`config.mk`:
```
export PLATFORM = sky130hd
export DESIGN_NAME = frame_writer
export DESIGN_NICKNAME = d
export VERILOG_FILES = /design/src/rtl/render_pkg.sv /design/src/rtl/pixel_addr_pipe.sv /design/src/rtl/frame_writer.sv
export SDC_FILE = /design/constraint.sdc
export NUM_CORES = 1
export LEC_CHECK = 0
export ABC_AREA = 1
export CAP_MARGIN = 25
export CELL_PAD_IN_SITES_DETAIL_PLACEMENT = 1
export CELL_PAD_IN_SITES_GLOBAL_PLACEMENT = 1
export CORE_ASPECT_RATIO = 1.4
export CORE_MARGIN = 3
export CORE_UTILIZATION = 41
export DETAILED_ROUTE_END_ITERATION = 8
export PLACE_DENSITY = 0.88
export SYNTH_ARGS = -nofsm -noshare
export SYNTH_HDL_FRONTEND = slang
export SYNTH_HIERARCHICAL = 1
export SYNTH_SLANG_ARGS = --single-unit
```
`constraint.sdc`:
```
create_clock -name clk_33m -period 5.25 [get_ports clk_33m]
set_clock_uncertainty 0.1 [all_clocks]
set_input_delay 1.575 -clock clk_33m [delete_from_list [all_inputs] [get_ports clk_33m]]
set_output_delay 1.575 -clock clk_33m [all_outputs]
set_load 0.01 [all_outputs]
```
`src/rtl/render_pkg.sv`:
```
// Shared defaults and FSM state type for the frame rendering path.
package render_pkg;

  localparam int unsigned DefCoorWidth   = 11;
  localparam int unsigned DefFrameWidth  = 800;
  localparam int unsigned DefFrameHeight = 480;
  localparam int unsigned DefAddrWidth   = 19;

  typedef enum logic [1:0] {
    StStart,
    StPaint,
    StFlush,
    StWaitVsync
  } fw_state_e;

endpackage

```
`src/rtl/pixel_addr_pipe.sv`:
```
// Two-stage pixel pipeline: stage 1 captures and bounds-checks the pixel,
// stage 2 presents the linear framebuffer write.
module pixel_addr_pipe
  import render_pkg::*;
#(
  parameter int unsigned COOR_WIDTH   = DefCoorWidth,
  parameter int unsigned FRAME_WIDTH  = DefFrameWidth,
  parameter int unsigned FRAME_HEIGHT = DefFrameHeight,
  parameter int unsigned ADDR_WIDTH   = DefAddrWidth
) (
  input  logic                  clk_33m,
  input  logic                  rst,
  input  logic                  accept,
  input  logic                  back_buf,
  input  logic                  pix_valid,
  input  logic [COOR_WIDTH-1:0] pix_x,
  input  logic [COOR_WIDTH-1:0] pix_y,
  input  logic [1:0]            pix_palette,
  output logic                  mem_we,
  output logic [ADDR_WIDTH:0]   mem_addr,
  output logic [1:0]            mem_data
);

  // Product width wide enough that y*FRAME_WIDTH+x never truncates before slicing.
  localparam int unsigned MulW = COOR_WIDTH + $clog2(FRAME_WIDTH + 1) + 1;

  logic                  in_bounds;
  logic                  s1_valid_q;
  logic [COOR_WIDTH-1:0] s1_x_q;
  logic [COOR_WIDTH-1:0] s1_y_q;
  logic [1:0]            s1_pal_q;
  logic                  s1_buf_q;
  logic [MulW-1:0]       lin_addr;
  logic                  unused_addr_hi;

  assign in_bounds = (32'(pix_x) < FRAME_WIDTH) && (32'(pix_y) < FRAME_HEIGHT);
  assign lin_addr  = MulW'(s1_y_q) * MulW'(FRAME_WIDTH) + MulW'(s1_x_q);
  // In-bounds pixels never reach these bits; kept only to make that explicit.
  assign unused_addr_hi = ^lin_addr[MulW-1:ADDR_WIDTH];

  // Stage 1: capture pixel, qualify with bounds and FSM accept, latch back buffer.
  always_ff @(posedge clk_33m) begin
    if (rst) begin
      s1_valid_q <= 1'b0;
      s1_x_q     <= '0;
      s1_y_q     <= '0;
      s1_pal_q   <= '0;
      s1_buf_q   <= 1'b0;
    end else begin
      s1_valid_q <= pix_valid && accept && in_bounds;
      s1_x_q     <= pix_x;
      s1_y_q     <= pix_y;
      s1_pal_q   <= pix_palette;
      s1_buf_q   <= back_buf;
    end
  end

  // Stage 2: register the framebuffer write.
  always_ff @(posedge clk_33m) begin
    if (rst) begin
      mem_we   <= 1'b0;
      mem_addr <= '0;
      mem_data <= '0;
    end else begin
      mem_we   <= s1_valid_q;
      mem_addr <= {s1_buf_q, lin_addr[ADDR_WIDTH-1:0]};
      mem_data <= s1_pal_q;
    end
  end

endmodule

```
`src/rtl/frame_writer.sv`:
```
// Double-buffered frame writer: sequences the painter, swaps buffers on vsync
// once a frame has fully committed, and counts vsyncs missed while painting.
module frame_writer
  import render_pkg::*;
#(
  parameter int unsigned COOR_WIDTH   = DefCoorWidth,
  parameter int unsigned FRAME_WIDTH  = DefFrameWidth,
  parameter int unsigned FRAME_HEIGHT = DefFrameHeight,
  parameter int unsigned ADDR_WIDTH   = DefAddrWidth
) (
  input  logic                  clk_33m,
  input  logic                  rst,
  input  logic                  pix_valid,
  input  logic [COOR_WIDTH-1:0] pix_x,
  input  logic [COOR_WIDTH-1:0] pix_y,
  input  logic [1:0]            pix_palette,
  input  logic                  frame_done,
  input  logic                  vsync,
  output logic                  paint_start,
  output logic                  mem_we,
  output logic [ADDR_WIDTH:0]   mem_addr,
  output logic [1:0]            mem_data,
  output logic                  front_buf,
  output logic [7:0]            missed_vsync
);

  fw_state_e state_q, state_d;
  logic      flush_cnt_q;
  logic      pending_q;
  logic      accept;
  logic      swap;

  // State register.
  always_ff @(posedge clk_33m) begin
    if (rst) state_q <= StStart;
    else     state_q <= state_d;
  end

  // Next-state logic.
  always_comb begin
    state_d = state_q;
    unique case (state_q)
      StStart:     state_d = StPaint;
      StPaint:     if (frame_done) state_d = StFlush;
      StFlush:     if (flush_cnt_q) state_d = StWaitVsync;
      StWaitVsync: if (vsync || pending_q) state_d = StStart;
      default:     state_d = StStart;
    endcase
  end

  // FSM outputs; paint_start is held low while reset is asserted.
  always_comb begin
    paint_start = (state_q == StStart) && !rst;
    accept      = (state_q == StPaint);
    swap        = (state_q == StWaitVsync) && (vsync || pending_q);
  end

  // Flush timer, pending vsync, missed-vsync counter and front buffer select.
  always_ff @(posedge clk_33m) begin
    if (rst) begin
      flush_cnt_q  <= 1'b0;
      pending_q    <= 1'b0;
      missed_vsync <= 8'd0;
      front_buf    <= 1'b0;
    end else begin
      flush_cnt_q <= (state_q == StFlush) ? ~flush_cnt_q : 1'b0;
      if (state_q == StPaint && vsync && missed_vsync != 8'hFF) begin
        missed_vsync <= missed_vsync + 8'd1;
      end
      if (state_q == StFlush && vsync) pending_q <= 1'b1;
      else if (swap)                   pending_q <= 1'b0;
      if (swap) front_buf <= ~front_buf;
    end
  end

  pixel_addr_pipe #(
    .COOR_WIDTH  (COOR_WIDTH),
    .FRAME_WIDTH (FRAME_WIDTH),
    .FRAME_HEIGHT(FRAME_HEIGHT),
    .ADDR_WIDTH  (ADDR_WIDTH)
  ) u_pipe (
    .clk_33m    (clk_33m),
    .rst        (rst),
    .accept     (accept),
    .back_buf   (~front_buf),
    .pix_valid  (pix_valid),
    .pix_x      (pix_x),
    .pix_y      (pix_y),
    .pix_palette(pix_palette),
    .mem_we     (mem_we),
    .mem_addr   (mem_addr),
    .mem_data   (mem_data)
  );

endmodule
```
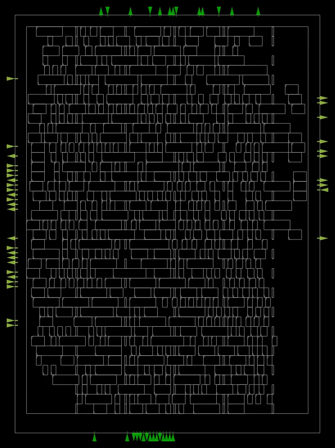
Run 1: cell outlines without signal wires
non-filler cells in the finished layout: 686
Final Core Density: 54.5%
tapcell count: 105
Fill cells: 1104
Core Footprint: 8610 sq um

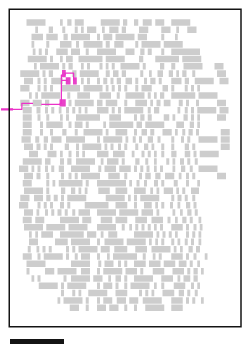
Run 1: wires at chosen ports, followed through buffers
Scale bar: 20 um.
`vsync`: in magenta, bits 1, direction input, end cells 4, buffers 1, wire 39.2 um.

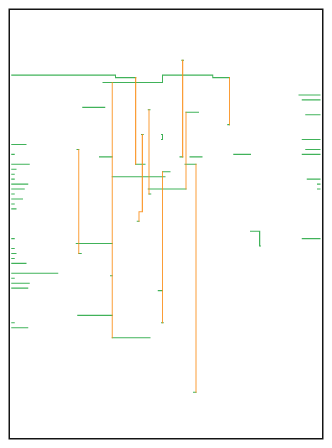
Run 1: routed metal, one colour a layer
Two of the layers only.
metal 4: in orange, wire length 335 um. metal 3: in green, wire length 267 um.

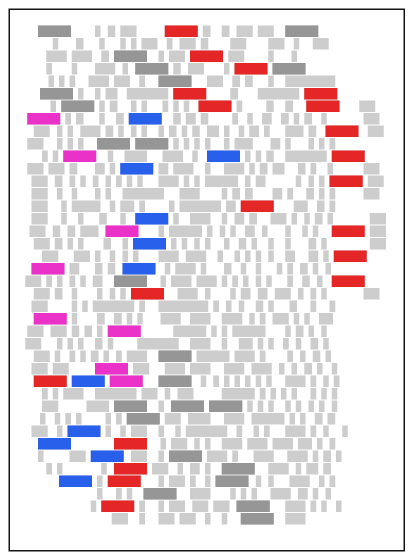
Run 1: sequential cells coloured by netlist name
`u_pipe/s1_x_q`: in blue, placed flops 11. `u_pipe/mem_addr`: in red, placed flops 20. `missed_vsync`: in magenta, placed flops 8, where middle left.
Another 23 sequential cells are not coloured.
Seq/total area: 26.4%
P_seq: 541 uW
Reg area: 1240 sq um

==> impl_metrics.toml, run 1 <==
# implementation run metrics
[critical_path]
crit_arrival_ps = 2710
critPathLaunch = "rst"
crit_type = "input port to output port"
r2r-start = "u_pipe/s1_y_q[1]$_SDFF_PP0_"
critPathMaxFanout = 2
reg2reg_setup_slack_ps = 1790

[yosys]
adder_share_pct = 18.6
ys_seq_share_pct = 34.1
synth_cell_types = 33
xor_share_pct = 0.481
synthTopCellsByCount = "inv_1, nand2_1, nor2_1, dfxtp_1, ha_1"
edf_count = 0
ys.flops = 62
yosysChipArea_sq_um = 3640
ys_cells = 509
avgSynthCellArea_sq_um = 7.15
ys_sh_simple_pct = 28.6
syn_nets = 588

[global_route]
busiest_layer = "met2"
grt_max_degree = 43
grtUsageTotal_pct = 21.1
met3_usage_pct = 4.06
use_met2_pct = 41.9

[finish]
logic_area_sq_um = 1930
num-clock-buffers = 13
comb_cells = 324
buffers_excl_clock = 62
largestClassByArea = "multi-input combinational cells"
nNetsFinal = 655

[cts]
clock-sinks = 62
path_clk_slew_ps = 50
cts-root-buf = "clkbuf_16"
clk_latency_ps = 330
postCtsSetupRepairBufs = 0
cts_buffer_depth = 2
ctsHoldBuffers = 0

[power_and_ir_drop]
clockPowerShare_pct = 40.1
seqPwrFrac_pct = 33.2
vdd_drop_max_v = 0.000233
total_power_mw = 1.63
p_int_mw = 1.15
pwr-share-comb_pct = 26.7
pwr_density_cell_nw_per_um2 = 347

[timing]
fmax_mhz = 228
hold_viol_final = 0
timing.slew.headroom_pct = 60.4
whs_ps = 304
period_used_pct = 83.6
worstMarginPinSlew_ps = 588
rsz0062_at_grt = "no"
period_minus_slack_ps = 4390
tns_ps = 0

[hold_path]
holdPathStages = 2
hold_path.class = "flip-flop to flip-flop"

[placed_design]
pre_cts_slack_ps = 881

[status]
outcome = "complete, no violations"

[route]
route.met2.wl_um = 5720
highest_layer = "met4"
wl_per_cell_um = 14.4
wirelength_met1_um = 3580

[floorplanning]
die_h_um = 118
dieArea_sq_um = 10100
## run 1: flip-flops by register name (all words and copies together) (netlist names)
register           flops
missed_vsync           8
u_pipe/s1_pal_q        2
state_q                2
flush_cnt_q            1
u_pipe/mem_addr       20
u_pipe/s1_y_q         11
u_pipe/s1_valid_q      1
u_pipe/mem_we          1
u_pipe/mem_data        2
pending_q              1
u_pipe/s1_buf_q        1
u_pipe/s1_x_q         11
front_buf              1
## run 1: critical path, stage by stage
cell and delay [ps]:
clkdlybuf4s50_1 450, nor2_1 130, clkdlybuf4s50_1 560
## run 1: power groups by stage
stage	logic [mW]	registers (mW)	clock network [mW]
after floorplan	0.268	0.557	0
after global placement	0.407	0.547	0
after detailed placement	0.433	0.550	0
after CTS	0.441	0.541	0.667
after global routing	0.497	0.546	0.688
final	0.436	0.541	0.655
==> run 2: changes to the inputs <==
--- a/config.mk
+++ b/config.mk
@@ -11,9 +11,9 @@
 export CELL_PAD_IN_SITES_GLOBAL_PLACEMENT = 1
 export CORE_ASPECT_RATIO = 1.4
 export CORE_MARGIN = 3
-export CORE_UTILIZATION = 41
+export CORE_UTILIZATION = 38
 export DETAILED_ROUTE_END_ITERATION = 8
-export PLACE_DENSITY = 0.88
+export PLACE_DENSITY = 0.83
 export SYNTH_ARGS = -nofsm -noshare
 export SYNTH_HDL_FRONTEND = slang
 export SYNTH_HIERARCHICAL = 1
==> constraint.sdc (replaced) <==
create_clock -name clk_33m -period 4.4 [get_ports clk_33m]
set_clock_uncertainty 0.1 [all_clocks]
set_input_delay 1.32 -clock clk_33m [delete_from_list [all_inputs] [get_ports clk_33m]]
set_output_delay 1.32 -clock clk_33m [all_outputs]
set_load 0.01 [all_outputs]
==> impl_metrics.toml, run 2 <==
# implementation run metrics
[status]
outcome = "complete, no violations"

[yosys]
syn_nets = 588
ys_seq_share_pct = 34.1
ys_cells = 509
adder_share_pct = 18.6
yosysChipArea_sq_um = 3640
xor_share_pct = 0.481
synth_cell_types = 33
edf_count = 0
yosysWarnings = 6
synthTopCellsByCount = "inv_1, nand2_1, nor2_1, dfxtp_1, ha_1"
avgSynthCellArea_sq_um = 7.15
ys.flops = 62

[cts]
numCtsBuffers = 9
clk_latency_ps = 320
cts_tree = "yes"
ctsHoldBuffers = 0
postCtsSetupRepairBufs = 0
cts_buffer_depth = 2
path_clk_slew_ps = 50
cts-root-buf = "clkbuf_16"

[timing]
whs_ps = 297
period_minus_slack_ps = 3800
tns_ps = 0
period_used_pct = 86.4
worstMarginPinSlew_ps = 558
fmax_mhz = 263
timing.slew.headroom_pct = 62.5
rsz0062_at_grt = "no"
hold_viol_final = 0

[global_route]
grt_pass1_vias = 3640
grtUsageTotal_pct = 18.7
grt_max_degree = 43

[power_and_ir_drop]
pwr_density_cell_nw_per_um2 = 398
vdd_drop_max_v = 0.000333
seqPwrFrac_pct = 34.6
p_clk_uw = 703
pwr-share-comb_pct = 27.5
p_int_mw = 1.30
pg_comb_uw = 512
total_power_mw = 1.86
clockPowerShare_pct = 37.8
power.largest_group = "clock"

[critical_path]
crit_slowest_cell = "clkdlybuf4s50_1"
worstPathCellList = "clkdlybuf4s50_1, nor2_1, clkdlybuf4s50_1"
reg2reg_setup_slack_ps = 1110
critPathMaxFanout = 2
critPathLaunch = "rst"
crit_arrival_ps = 2380
endpoint_kind = "output port"
r2r-end = "u_pipe/mem_addr[16]$_SDFF_PP0_"
cpPeakStageDelay_ps = 530
crit_type = "input port to output port"
r2r-start = "u_pipe/s1_y_q[1]$_SDFF_PP0_"
crit_top_cell = "clkdlybuf4s50_1"

[finish]
largest_register_ff_count = 20
regMostFlops = "u_pipe/mem_addr"
nNetsFinal = 655
top_regs = "u_pipe/mem_addr x20, u_pipe/s1_x_q x11, u_pipe/s1_y_q x11"
stdcell_count = 688

[run]
warnings = 30

[hold_path]
holdPathStages = 2
hold_path.class = "flip-flop to flip-flop"

[floorplanning]
dieArea_sq_um = 10800
die_h_um = 122

[route]
wl_per_cell_um = 13.2

[placed_design]
hpwl_um = 7300
run 2: per-layer routing:
metal  track usage [%]  vias to the layer above  wire length (um)
met3              4.06                       17               238
met5                 0                        -                 0
met1              18.8                     1533              3500
li1                  -                     1675                 -
met4              7.56                        0               252
met2              36.0                       55              5050
run 2: critical path: cells and delay by family:
kind                   cells  cell delay, ps
buffers and inverters      2             960
and+or+nand+nor            1             100
run 2: area by class of cell:
cell class,instances,area [sq um]
clock buffer,12,256
multi-input combinational,324,1930
fill,1159,4520
clock inverter,4,45.0
tap,107,134
timing repair buffer,62,618
inverter,117,439
sequential,62,1240
run 2: metrics by stage:
step / instance area [sq um] / worst slack, ps
finish: 4660 / 599
global route: 4660 / 554
CTS: 4660 / 583
detailed placement: 4360 / 588
global placement: 4360 / 581
floorplan: 3640 / 1410
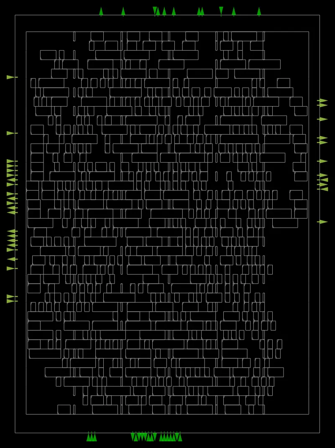
Run 2: cell outlines without signal wires
Final Core Density: 50.8%
Core Footprint: 9180 sq um

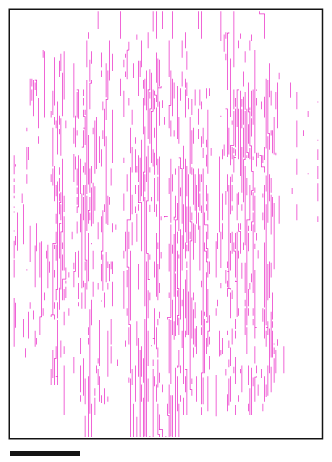
Run 2: the metal 2 layer
Scale bar: 20 um.
The layer carries 5050 um of wire. 572 nets have wire on it. The longest straight run is 58.1 um.
final wirelength: 9050 um
Global Route met2 Usage: 36.0%
via count: 3280

==> run 3: changes to the inputs <==
--- a/config.mk
+++ b/config.mk
@@ -6,7 +6,6 @@
 export NUM_CORES = 1
 export LEC_CHECK = 0
 export ABC_AREA = 1
-export CAP_MARGIN = 25
 export CELL_PAD_IN_SITES_DETAIL_PLACEMENT = 1
 export CELL_PAD_IN_SITES_GLOBAL_PLACEMENT = 1
 export CORE_ASPECT_RATIO = 1.4
==> impl_metrics.toml, run 3 <==
# implementation run metrics
[status]
outcome = "complete, no violations"

[timing]
hold_viol_final = 0
period_minus_slack_ps = 3800
fmax_mhz = 263
slew_violations = 0
setup_slack_ps = 599
timing.slew.headroom_pct = 62.5
tns_ps = 0
worstMarginPinSlew_ps = 558
period_used_pct = 86.4
rsz0062_at_grt = "no"

[finish]
largest_register_ff_count = 20
top_regs = "u_pipe/mem_addr x20, u_pipe/s1_x_q x11, u_pipe/s1_y_q x11"
regMostFlops = "u_pipe/mem_addr"
largestClassByArea = "multi-input combinational cells"
clkCellAreaFrac_pct = 6.47
stdcell_count = 688
num-clock-buffers = 12
nonClkBufAreaFrac_pct = 13.3
buffers_excl_clock = 62
seq_area_share_pct = 26.6
seqCellArea_sq_um = 1240
comb_cells = 324
comb_area_share_pct = 41.4
final_util_pct = 50.8
flops = 62
nNonClkInverters = 117
nNetsFinal = 655
stdcell_area_sq_um = 4660

[placed_design]
pre_cts_slack_ps = 588
place_area_sq_um = 4360
hpwl_um = 7300

[route]
wl_per_cell_um = 13.2
wl_um = 9050
ant_nets = 0
num_vias = 3280

[critical_path]
cpPeakStageDelay_ps = 530
crit_top_cell = "clkdlybuf4s50_1"
endpoint_kind = "output port"
reg2reg_setup_slack_ps = 1110
critPathMaxFanout = 2
crit_arrival_ps = 2380
crit_slowest_cell = "clkdlybuf4s50_1"
r2r-end = "u_pipe/mem_addr[16]$_SDFF_PP0_"
r2r-start = "u_pipe/s1_y_q[1]$_SDFF_PP0_"
worstPathCellList = "clkdlybuf4s50_1, nor2_1, clkdlybuf4s50_1"
critPathLaunch = "rst"

[cts]
ctsHoldBuffers = 0
cts-root-buf = "clkbuf_16"
cts_buffer_depth = 2
numCtsBuffers = 9
cts_tree = "yes"
clk_latency_ps = 320
postCtsSetupRepairBufs = 0
cts_max_level = 3

[yosys]
syn_nets = 588
avgSynthCellArea_sq_um = 7.15
edf_count = 0
ys_seq_share_pct = 34.1
synth_cell_types = 33
synthTopCellsByCount = "inv_1, nand2_1, nor2_1, dfxtp_1, ha_1"
ys_cells = 509

[global_route]
grt_pass1_vias = 3640
grt_max_degree = 43
grtUsageTotal_pct = 18.7

[power_and_ir_drop]
pwr_density_cell_nw_per_um2 = 398
vdd_drop_max_v = 0.000333
seqPwrFrac_pct = 34.6
power.largest_group = "clock"
total_power_mw = 1.86
pg_seq_uw = 643
clockPowerShare_pct = 37.8
p_int_mw = 1.30
pwr-share-comb_pct = 27.5
p_clk_uw = 703

[floorplanning]
die_h_um = 122
coreArea_sq_um = 9180
nWellTaps = 107

[hold_path]
hold_path.class = "flip-flop to flip-flop"
holdPathStages = 2

[run]
warnings = 30
==> run 3: cell counts after synthesis <==
No cell type changed its count.
==> run 3: cell families after synthesis <==
group | synth area share (%)
AND-OR/OR-AND | 5.33
flip-flops | 34.1
XOR/XNOR | 0.481
AND/OR/NAND/NOR | 28.6
adder cells (fa/ha/maj) | 18.6
buffers and inverters | 12.9
==> run 3: critical path, delay by kind of cell <==
family / cells / cell delay [ps]
buffers and inverters: 2 / 960
AND/OR/NAND/NOR: 1 / 100
==> run 3: per-layer routing <==
layer | vias to the layer above | track usage [%] | wire length, um
met2 | 55 | 36.0 | 5050
li1 | 1675 | - | -
met1 | 1533 | 18.8 | 3500
met5 | - | 0 | 0
met4 | 0 | 7.56 | 252
met3 | 17 | 4.06 | 238
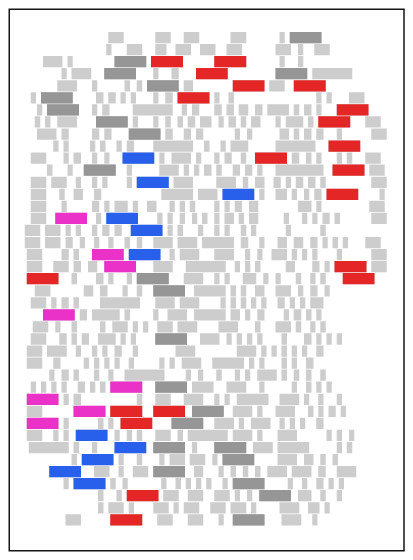
Run 3: sequential cells coloured by netlist name
`u_pipe/s1_x_q`: in blue, placed flops 11. `missed_vsync`: in magenta, placed flops 8. `u_pipe/mem_addr`: in red, placed flops 20.
Another 23 sequential cells are not coloured.

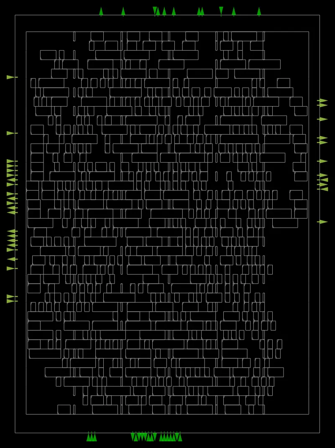
Run 3: cell outlines without signal wires
Fill cells: 1159
row cnt: 41

Power is estimated from default activity; no workload was simulated.
